**config.mk**
```make
export PLATFORM = sky130hd
export DESIGN_NAME = wb_regfile_rns
export DESIGN_NICKNAME = d
export VERILOG_FILES = /design/src/rtl/rns_pkg.sv /design/src/rtl/wb_bank.sv /design/src/rtl/wb_regfile_rns.sv
export SDC_FILE = /design/constraint.sdc
export NUM_CORES = 1
export LEC_CHECK = 0
export CORE_UTILIZATION = 28
export CTS_CLUSTER_DIAMETER = 60
export DETAILED_ROUTE_END_ITERATION = 16
export GPL_TIMING_DRIVEN = 0
export REMOVE_ABC_BUFFERS = 1
export SETUP_SLACK_MARGIN = 0.02
export SKIP_CTS_REPAIR_TIMING = 1
export SYNTH_ARGS = -nofsm -noshare
export SYNTH_HDL_FRONTEND = slang
export SYNTH_SLANG_ARGS = --single-unit
```
**constraint.sdc**
```tcl
create_clock -name clk -period 3.8 [get_ports clk]
set_input_delay 0.76 -clock clk [delete_from_list [all_inputs] [get_ports clk]]
set_output_delay 0.76 -clock clk [all_outputs]
set_load 0.1 [all_outputs]
```
**src/rtl/rns_pkg.sv**
```systemverilog
// Shared constants and helpers for the dual-bank (binary + RNS) write-back register file.
package rns_pkg;

    localparam int DOMAIN_WID       = 8;
    localparam int DEF_NUM_DOMAINS  = 1;
    localparam int DEF_REG_ADDR_WID = 4;
    localparam int MAX_DOMAINS      = 16;
    localparam int MAX_DATA_WID     = MAX_DOMAINS * DOMAIN_WID;

    localparam logic BANK_BIN = 1'b0;
    localparam logic BANK_RNS = 1'b1;

    // Zero-extends a binary byte to the widest supported data word; callers cast down to their width.
    function automatic logic [MAX_DATA_WID-1:0] pack_bin(input logic [DOMAIN_WID-1:0] value);
        logic [MAX_DATA_WID-1:0] ext;
        ext                 = {MAX_DATA_WID{1'b0}};
        ext[DOMAIN_WID-1:0] = value;
        return ext;
    endfunction

endpackage

```
**src/rtl/wb_bank.sv**
```systemverilog
// One register bank: single write port, two registered write-first read ports, synchronous reset.
module wb_bank
    import rns_pkg::*;
#(
    parameter int DATA_WID = 8,
    parameter int ADDR_WID = 4
) (
    input  logic                clk,
    input  logic                reset,
    input  logic                wr_en,
    input  logic [ADDR_WID-1:0] wr_addr,
    input  logic [DATA_WID-1:0] wr_data,
    input  logic [ADDR_WID-1:0] rd_addr_a,
    input  logic [ADDR_WID-1:0] rd_addr_b,
    output logic [DATA_WID-1:0] rd_data_a,
    output logic [DATA_WID-1:0] rd_data_b
);

    localparam int DEPTH = 2 ** ADDR_WID;

    logic [DATA_WID-1:0] mem_r [DEPTH];
    logic [DATA_WID-1:0] rd_data_a_r;
    logic [DATA_WID-1:0] rd_data_b_r;

    // Storage array: cleared on reset, written on strobe.
    always_ff @(posedge clk) begin
        if (reset) begin
            for (int i = 0; i < DEPTH; i++) begin
                mem_r[i] <= {DATA_WID{1'b0}};
            end
        end else if (wr_en) begin
            mem_r[wr_addr] <= wr_data;
        end
    end

    // Read registers with write-first bypass so a same-cycle write is visible immediately.
    always_ff @(posedge clk) begin
        if (reset) begin
            rd_data_a_r <= {DATA_WID{1'b0}};
            rd_data_b_r <= {DATA_WID{1'b0}};
        end else begin
            rd_data_a_r <= (wr_en && (wr_addr == rd_addr_a)) ? wr_data : mem_r[rd_addr_a];
            rd_data_b_r <= (wr_en && (wr_addr == rd_addr_b)) ? wr_data : mem_r[rd_addr_b];
        end
    end

    assign rd_data_a = rd_data_a_r;
    assign rd_data_b = rd_data_b_r;

endmodule

```
**src/rtl/wb_regfile_rns.sv**
```systemverilog
// Write-back register file with binary and RNS banks, two read ports and a RAW pending-write scoreboard.
module wb_regfile_rns
    import rns_pkg::*;
#(
    parameter int NUM_DOMAINS  = DEF_NUM_DOMAINS,
    parameter int REG_ADDR_WID = DEF_REG_ADDR_WID
) (
    input  logic                          clk,
    input  logic                          reset,
    input  logic                          reg_wr_en,
    input  logic                          destination_RNS,
    input  logic [REG_ADDR_WID-1:0]       wr_addr,
    input  logic [NUM_DOMAINS*8-1:0]      wr_data,
    input  logic [REG_ADDR_WID-1:0]       rd_addr_a,
    input  logic [REG_ADDR_WID-1:0]       rd_addr_b,
    input  logic                          rd_rns_a,
    input  logic                          rd_rns_b,
    output logic [NUM_DOMAINS*8-1:0]      rd_data_a,
    output logic [NUM_DOMAINS*8-1:0]      rd_data_b,
    input  logic                          issue_en,
    input  logic [REG_ADDR_WID-1:0]       issue_addr,
    input  logic                          issue_rns,
    input  logic                          flush,
    output logic                          hazard_a,
    output logic                          hazard_b
);

    localparam int DATA_WID = NUM_DOMAINS * DOMAIN_WID;
    localparam int DEPTH    = 2 ** REG_ADDR_WID;

    logic                  bin_wr_en_s;
    logic                  rns_wr_en_s;
    logic [DOMAIN_WID-1:0] bin_rd_a_s;
    logic [DOMAIN_WID-1:0] bin_rd_b_s;
    logic [DATA_WID-1:0]   rns_rd_a_s;
    logic [DATA_WID-1:0]   rns_rd_b_s;
    logic                  rd_rns_a_r;
    logic                  rd_rns_b_r;
    logic [DEPTH-1:0]      pend_bin_r;
    logic [DEPTH-1:0]      pend_rns_r;
    logic [DEPTH-1:0]      pend_bin_s;
    logic [DEPTH-1:0]      pend_rns_s;

    assign bin_wr_en_s = reg_wr_en && (destination_RNS == BANK_BIN);
    assign rns_wr_en_s = reg_wr_en && (destination_RNS == BANK_RNS);

    wb_bank #(.DATA_WID(DOMAIN_WID), .ADDR_WID(REG_ADDR_WID)) u_bin_bank (
        .clk       (clk),
        .reset     (reset),
        .wr_en     (bin_wr_en_s),
        .wr_addr   (wr_addr),
        .wr_data   (wr_data[DOMAIN_WID-1:0]),
        .rd_addr_a (rd_addr_a),
        .rd_addr_b (rd_addr_b),
        .rd_data_a (bin_rd_a_s),
        .rd_data_b (bin_rd_b_s)
    );

    wb_bank #(.DATA_WID(DATA_WID), .ADDR_WID(REG_ADDR_WID)) u_rns_bank (
        .clk       (clk),
        .reset     (reset),
        .wr_en     (rns_wr_en_s),
        .wr_addr   (wr_addr),
        .wr_data   (wr_data),
        .rd_addr_a (rd_addr_a),
        .rd_addr_b (rd_addr_b),
        .rd_data_a (rns_rd_a_s),
        .rd_data_b (rns_rd_b_s)
    );

    // Bank selects travel alongside the registered bank reads so the output mux lines up.
    always_ff @(posedge clk) begin
        if (reset) begin
            rd_rns_a_r <= 1'b0;
            rd_rns_b_r <= 1'b0;
        end else begin
            rd_rns_a_r <= rd_rns_a;
            rd_rns_b_r <= rd_rns_b;
        end
    end

    assign rd_data_a = rd_rns_a_r ? rns_rd_a_s : DATA_WID'(pack_bin(bin_rd_a_s));
    assign rd_data_b = rd_rns_b_r ? rns_rd_b_s : DATA_WID'(pack_bin(bin_rd_b_s));

    // Scoreboard next state: flush first, then write-back clear, then issue set (newest producer wins).
    always_comb begin
        pend_bin_s = pend_bin_r;
        pend_rns_s = pend_rns_r;
        if (flush) begin
            pend_bin_s = {DEPTH{1'b0}};
            pend_rns_s = {DEPTH{1'b0}};
        end else begin
            pend_bin_s = pend_bin_r;
            pend_rns_s = pend_rns_r;
        end
        if (bin_wr_en_s) begin
            pend_bin_s[wr_addr] = 1'b0;
        end else if (rns_wr_en_s) begin
            pend_rns_s[wr_addr] = 1'b0;
        end else begin
            pend_bin_s = pend_bin_s;
        end
        if (issue_en && (issue_rns == BANK_RNS)) begin
            pend_rns_s[issue_addr] = 1'b1;
        end else if (issue_en) begin
            pend_bin_s[issue_addr] = 1'b1;
        end else begin
            pend_rns_s = pend_rns_s;
        end
    end

    // Scoreboard state register.
    always_ff @(posedge clk) begin
        if (reset) begin
            pend_bin_r <= {DEPTH{1'b0}};
            pend_rns_r <= {DEPTH{1'b0}};
        end else begin
            pend_bin_r <= pend_bin_s;
            pend_rns_r <= pend_rns_s;
        end
    end

    // Hazard lookup from current scoreboard state only.
    always_comb begin
        hazard_a = 1'b0;
        hazard_b = 1'b0;
        if (rd_rns_a) begin
            hazard_a = pend_rns_r[rd_addr_a];
        end else begin
            hazard_a = pend_bin_r[rd_addr_a];
        end
        if (rd_rns_b) begin
            hazard_b = pend_rns_r[rd_addr_b];
        end else begin
            hazard_b = pend_bin_r[rd_addr_b];
        end
    end

endmodule

```
Fig. 1: port wiring
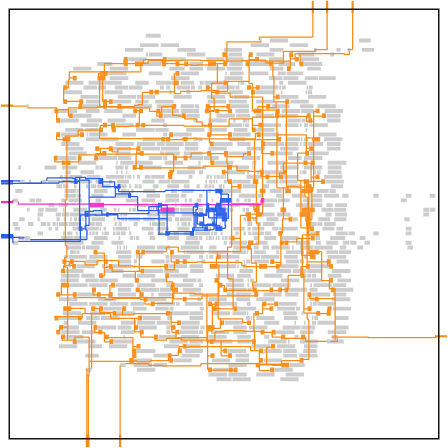
port	color	bits	direction	end cells	buffers	wire
`wr_data`	orange	8	input	283	9	4,680 µm
`rd_rns_b`	magenta	1	input	3	1	148 µm
`wr_addr`	blue	4	input	30	4	858 µm

==> Slide: Implementation Results <==
Key Metrics from the Run

Clock tree
  – Root Driver: clkbuf_16
  – CTS tree: yes
  – Clock Path Buffers: 3
  – Clk slew on worst S/H paths: 0.05 ns

Pwr
  – Worst VDD drop: 236 µV
  – Lkg Pwr: 6.50 nW
  – Power Dens Cells: 455 mW/mm²
  – Proportion of power drawn by the clock network: 0.404
  – Sequential Power Share: 0.467
  – Total Power: 0.00875 W

Routing
  – Post-route ant nets: 0

Global routing
  – Remaining Overflow, GRT: 0

Final timing
  – Maximum clock frequency: 0.270 GHz
  – Hold Slack: 0.503 ns
  – Post-route setup TNS: 0 ns
  – Max Slew Vio Count: 0
  – Worst Max-Slew Pin Slew: 1.30 ns

Synth
  – Synth Instances: 1,201
  – Simple Share, Synth: 0.154
  – YS chip area: 0.0169 mm²
  – Post-Synth XOR/XNOR Area: 0.00415
  – Logic family by area: multiplexers
  – Cell count in the Yosys report: 1,201
  – Syn avg cell area: 14.0 µm²
  – Compound Share, Synth: 0.0673
  – Asr flop ratio synth: 0
  – Top area cell types: edfxtp_1, mux4_2, and2_1, dfxtp_1, a22oi_1

Outcome
  – Status: complete, no violations

Worst hold path
  – Hold path start: pend_rns_r[1]$_SDFF_PP0_

Die
  – Row cnt: 89

Setup path
  – Startpoint class of the critical path: input pin
  – Critical Path Max Stage Delay: 0.55 ns
  – Crit-path cells: dlymetal6s2s_1, mux4_2, mux4_2, mux2_2, clkbuf_2
  – Cell repeated most along the worst path: mux4_2
  – R2R cell count: 4
  – Worst Setup EP: hazard_b
  – FF-to-FF setup slack: 1.91 ns

Place
  – Setup WS pre-CTS: -0.869 ns

Final layout
  – Most common cell after layout, fill and taps aside: edfxtp_1
Fig. 2: routed metal, one color a layer
The bar under the picture is 50 µm long.
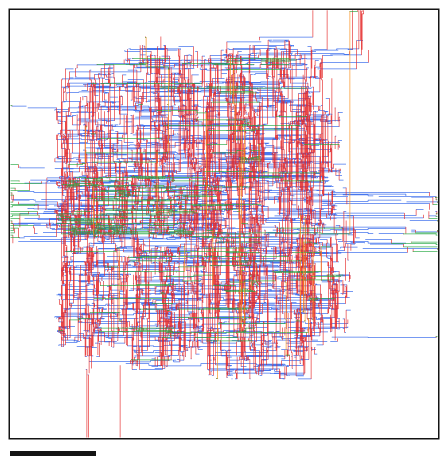
layer	color	wire length
met2	red	22.9 mm
met1	blue	21.4 mm
met3	green	4,410 µm
met4	orange	1,070 µm
via count: 10,700
wirelength, routed: 49.8 mm
gr usage total: 0.163
drt wl/cell: 25.0 µm

## state kept, by name, indices dropped and copies added (netlist names)
name                  count
pend_bin_r               16
pend_rns_r               16
rd_rns_a_r                1
rd_rns_b_r                1
u_bin_bank.mem_r        128
u_bin_bank.rd_data_a      8
u_bin_bank.rd_data_b      8
u_rns_bank.mem_r        128
u_rns_bank.rd_data_a      8
u_rns_bank.rd_data_b      8
## final cells by class
class / instances / area (µm²)
clock buffers: 53 / 1080
well taps: 773 / 967
flip-flops and latches: 322 / 9010
multi-input cells: 770 / 7360
repair buffers: 59 / 668
clock inverters: 12 / 116
fillers: 5797 / 40000
inverters: 1 / 3.75
## routing by layer
metal,part of all wire,routed length [µm]
met5,0,0
met4,0.022,1070
met3,0.089,4410
met2,0.46,22900
met1,0.43,21400
Power figures rest on the tool's default switching activity, not on a simulated workload.
